Fig. 1: gate-type map
The bar under the picture is 20 um long.
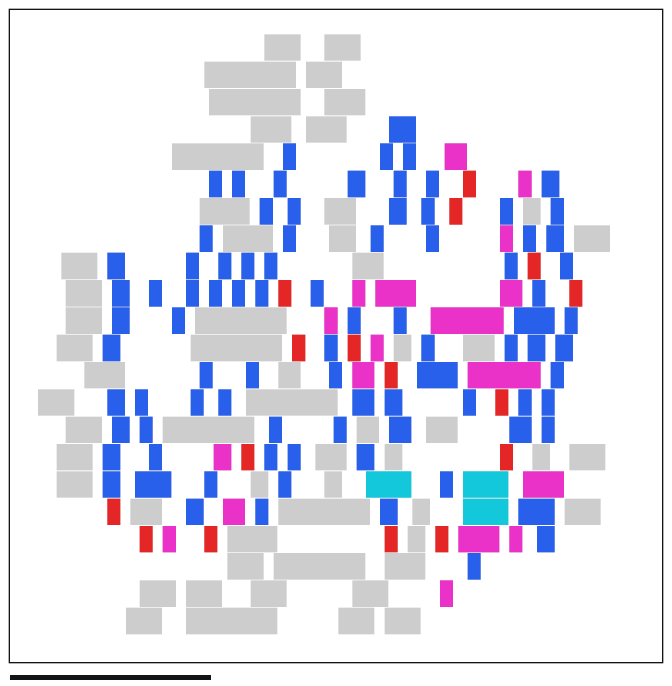
Fig. 2: metal 1
The bar under the picture is 20 um long. Supply wires on this layer in grey.
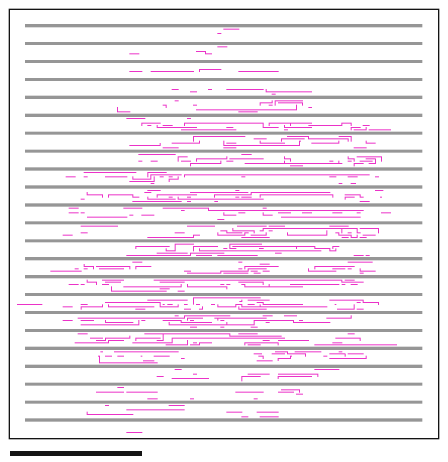
Fig. 3: layout detail
The bar under the picture is 10 um long. Region (25, 0) to (65, 40) um. Cells in grey, sequential cells in the stronger grey; small squares are vias.
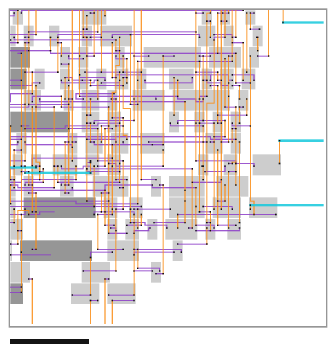
==> config.mk <==
export PLATFORM = sky130hd
export DESIGN_NAME = mod_counter
export DESIGN_NICKNAME = d
export VERILOG_FILES = /design/src/rtl/mod_counter.sv
export SDC_FILE = /design/constraint.sdc
export NUM_CORES = 1
export LEC_CHECK = 0
export ABC_AREA = 1
export CELL_PAD_IN_SITES_DETAIL_PLACEMENT = 1
export CELL_PAD_IN_SITES_GLOBAL_PLACEMENT = 2
export CORE_MARGIN = 2
export CORE_UTILIZATION = 28
export DETAILED_ROUTE_END_ITERATION = 6
export GPL_ROUTABILITY_DRIVEN = 0
export GPL_TIMING_DRIVEN = 0
export PLACE_DENSITY = 0.88
export RECOVER_POWER = 25
export SYNTH_ARGS = -nofsm -noshare
export SYNTH_HDL_FRONTEND = slang
export SYNTH_SLANG_ARGS = --single-unit
==> constraint.sdc <==
create_clock -name clk -period 2.75 [get_ports clk]
set_input_delay 0.4125 -clock clk [delete_from_list [all_inputs] [get_ports clk]]
set_output_delay 0.4125 -clock clk [all_outputs]
set_load 0.01 [all_outputs]
==> src/rtl/mod_counter.sv <==
// Modulo up/down counter with load, clear, wrap/saturate mode, terminal-count pulse and sticky
// overflow. Define MOD_COUNTER_PRESCALE_EN to add a prescaler that divides the enable.
module mod_counter #(
    parameter int unsigned       width    = 8,
    parameter longint unsigned   modulo   = 256,
    parameter int unsigned       saturate = 0,
    parameter int unsigned       prescale = 4
) (
    input  logic             clk,
    input  logic             rst,
    input  logic             en,
    input  logic             dir,
    input  logic             clr,
    input  logic             load,
    input  logic [width-1:0] load_val,
    output logic [width-1:0] cnt,
    output logic             tc,
    output logic             ovf
);

    localparam longint unsigned range_size = 64'd1 << width;

    if (width < 1 || width > 32) begin : g_bad_width
        $error("mod_counter: width must be in 1..32");
    end
    if (modulo < 2 || modulo > range_size) begin : g_bad_modulo
        $error("mod_counter: modulo must be in 2..2**width");
    end
    if (prescale < 1) begin : g_bad_prescale
        $error("mod_counter: prescale must be >= 1");
    end

    // Top of range held in width+1 bits so modulo==2**width compares correctly.
    localparam logic [width:0] top_val = (width+1)'(modulo - 64'd1);

    logic [width-1:0] cnt_q, cnt_d;
    logic             tc_q, tc_d;
    logic             ovf_q, ovf_d;
    logic             tick;

`ifdef MOD_COUNTER_PRESCALE_EN
    if (prescale == 1) begin : g_no_ps
        assign tick = en;
    end else begin : g_ps
        localparam int unsigned ps_w = $clog2(prescale);
        localparam logic [ps_w-1:0] ps_last = ps_w'(prescale - 1);

        logic [ps_w-1:0] ps_q, ps_d;

        assign tick = en && (ps_q == ps_last);

        always_comb begin
            ps_d = ps_q;
            if (clr || load) begin
                ps_d = '0;
            end else if (en) begin
                ps_d = tick ? '0 : ps_q + ps_w'(1);
            end
        end

        always_ff @(posedge clk or negedge rst) begin
            if (!rst) begin
                ps_q <= '0;
            end else begin
                ps_q <= ps_d;
            end
        end
    end
`else
    assign tick = en;
`endif

    logic [width:0] cnt_ext;
    logic [width:0] load_ext;
    logic           at_top;
    logic           at_zero;

    assign cnt_ext  = {1'b0, cnt_q};
    assign load_ext = {1'b0, load_val};
    assign at_top   = (cnt_ext == top_val);
    assign at_zero  = (cnt_q == '0);

    always_comb begin
        cnt_d = cnt_q;
        tc_d  = 1'b0;
        ovf_d = ovf_q;
        if (clr) begin
            cnt_d = '0;
            ovf_d = 1'b0;
        end else if (load) begin
            cnt_d = (load_ext > top_val) ? top_val[width-1:0] : load_val;
        end else if (tick) begin
            if (dir) begin
                if (at_top) begin
                    tc_d  = 1'b1;
                    ovf_d = 1'b1;
                    cnt_d = (saturate != 0) ? cnt_q : '0;
                end else begin
                    cnt_d = cnt_q + width'(1);
                end
            end else begin
                if (at_zero) begin
                    tc_d  = 1'b1;
                    ovf_d = 1'b1;
                    cnt_d = (saturate != 0) ? cnt_q : top_val[width-1:0];
                end else begin
                    cnt_d = cnt_q - width'(1);
                end
            end
        end
    end

    always_ff @(posedge clk or negedge rst) begin
        if (!rst) begin
            cnt_q <= '0;
            tc_q  <= 1'b0;
            ovf_q <= 1'b0;
        end else begin
            cnt_q <= cnt_d;
            tc_q  <= tc_d;
            ovf_q <= ovf_d;
        end
    end

    assign cnt = cnt_q;
    assign tc  = tc_q;
    assign ovf = ovf_q;

endmodule
==> Changelog: implementation <==
### Metrics

- Outcome: complete, no violations
- Leak pwr: approximately 0.65 nW
- Switching Share: 0.3581
- Postcts setup bufs: 0
- Max cap viols: 0
- Hold_ws: around 0.55 ns
- F_max: ~570 MHz
- Tapcells: 48
- NetSw: 0.1990 mW
- GRT busiest layer: met2
- Antenna Nets Post-Route: 0
- Layout filler cell count: 481
- Worst Path Arrival: 1.33 ns
- Worst-Margin Slew: 0.4541 ns
- OpenROAD warnings: 28
- Met3 usage: 0.01215
- Reg-to-Reg Start: cnt[0]
- Clock share of power: 0.268
- Heaviest power group: combinational logic
- Cts hold-fix bufs: 0
- Post-Syn Nets: 173
- DP HPWL: 2.371 mm
- Dpl cell area: 1320 sq um
- Syn Inst Count: between 150 and 200
- Grt ovf: 0
- Crit-path max cell delay: around 0.6 ns
- Finished Cell Area: 1361 sq um
- Non-CTS buffers: 27
- Sequential share of power: 0.311
- Comb. cell area: 673.1 sq um
- Synthesized area: ~1000 sq um
- Die Ht: ~65 um
- Layout non-clock buf frac: 0.2031
- Crit-path slowest cell: clkdlybuf4s50_1
- Yosys Warn Count: 0
- Seq cells: 10
- Clock sink count: 10
- Routed met3 length: 85 um
- Chip area: 4217 sq um
- Clock net power: approximately 0.15 mW
- Sequential area share after synthesis: 0.2407
- Yosys cell count: 156
- Crit path DRT: 2.34 ns
- First-pass GRT wire length: 4.961 mm
- GRT Total Usage: 0.1561
- Max_slew headroom: 0.6963
- Sequential power: 0.173 mW
-- Fig. 1 (at the start) --
blue -> NAND gates  # cells 87, most used nand2_1
cyan -> adder and majority cells  # cells 3, most used ha_1
red -> inverters  # cells 16, most used inv_1
magenta -> NOR gates  # cells 18, most used nor2_1
final non-filler cell total: 229
combinational share of cell area: 0.4945
most numerous logic cell after layout: nand2_1

-- Fig. 2 (at the start) --
nets with wire on the layer = 176
share of all routed wire = 44%
main direction = horizontal
longest straight run = 28.5 um
drt total wl: 2.919 mm
routed vias: 1065
global-route met1 utilization: 0.1763

-- Fig. 3 (at the start) --
purple -> met1
cyan -> met3
orange -> met2
cells with their middle in the window = 85
sequential cells in the window = 3
most frequent = nand2_1 (26), inv_1 (7)
netlist names of flops here include = `cnt` (3)

[final timing paths]
| path | endpoint | cells past startpoint |
|---|---|---|
| setup reg to reg | cnt[6] | 10 |
| setup / recovery | cnt[6] | 1 |
| min in group asynchronous | tc | 1 |
| hold / removal | cnt[0] | 5 |
| max in group asynchronous | cnt[3] | 1 |
| hold reg to reg | ovf | 2 |
[cell families after synthesis]
kind of cell,count (synthesis),synth area share
xor gates and xnor gates,4,0.03369
and+or+nand+nor,106,0.5090
AOI/OAI and AO/OA,12,0.06859
buffers and inverters,21,0.1119
adders and majority gates,3,0.03610
DFF,10,0.2407
[state kept, by name (all words and copies together) (netlist names)]
register / count
cnt: 8
ovf: 1
tc: 1
[cell usage after synthesis]
library cell  count  area share
o211ai_1          1      0.0072
nand3_1          19       0.091
nand3b_1          1      0.0072
or2_2             1      0.0060
nand2_2           2       0.012
nand2_4           2       0.022
ha_1              3       0.036
xor2_1            4       0.034
nand2_1          60        0.22
nor2_1            8       0.029
nor2_8            2       0.039
o21ai_0           6       0.029
nand4_1           1      0.0060
a21oi_2           2       0.017
buf_6             5       0.054
nor3_1            1      0.0048
clkinv_1          2      0.0072
a21oi_1           1      0.0048
o22ai_1           1      0.0060
nor2_4            3       0.032
inv_1            11       0.040
dfrtp_1          10        0.24
o21ai_1           1      0.0048
nand3_2           2       0.019
nor2_2            4       0.024
inv_2             3       0.011
[stage by stage]
step,std cells,worst slack (ns),utilization,power [mW]
2_1_floorplan,156,1.392,-,0.3281
3_3_place_gp,226,0.8854,0.3661,0.4052
3_5_place_dp,226,0.8673,0.3661,0.4097
4_1_cts,229,1.004,0.3775,0.5627
5_1_grt,229,0.9518,0.3775,0.5911
6_report,229,1.010,0.3775,0.5557
No activity file was given, so power comes from the tool's default toggle rates.
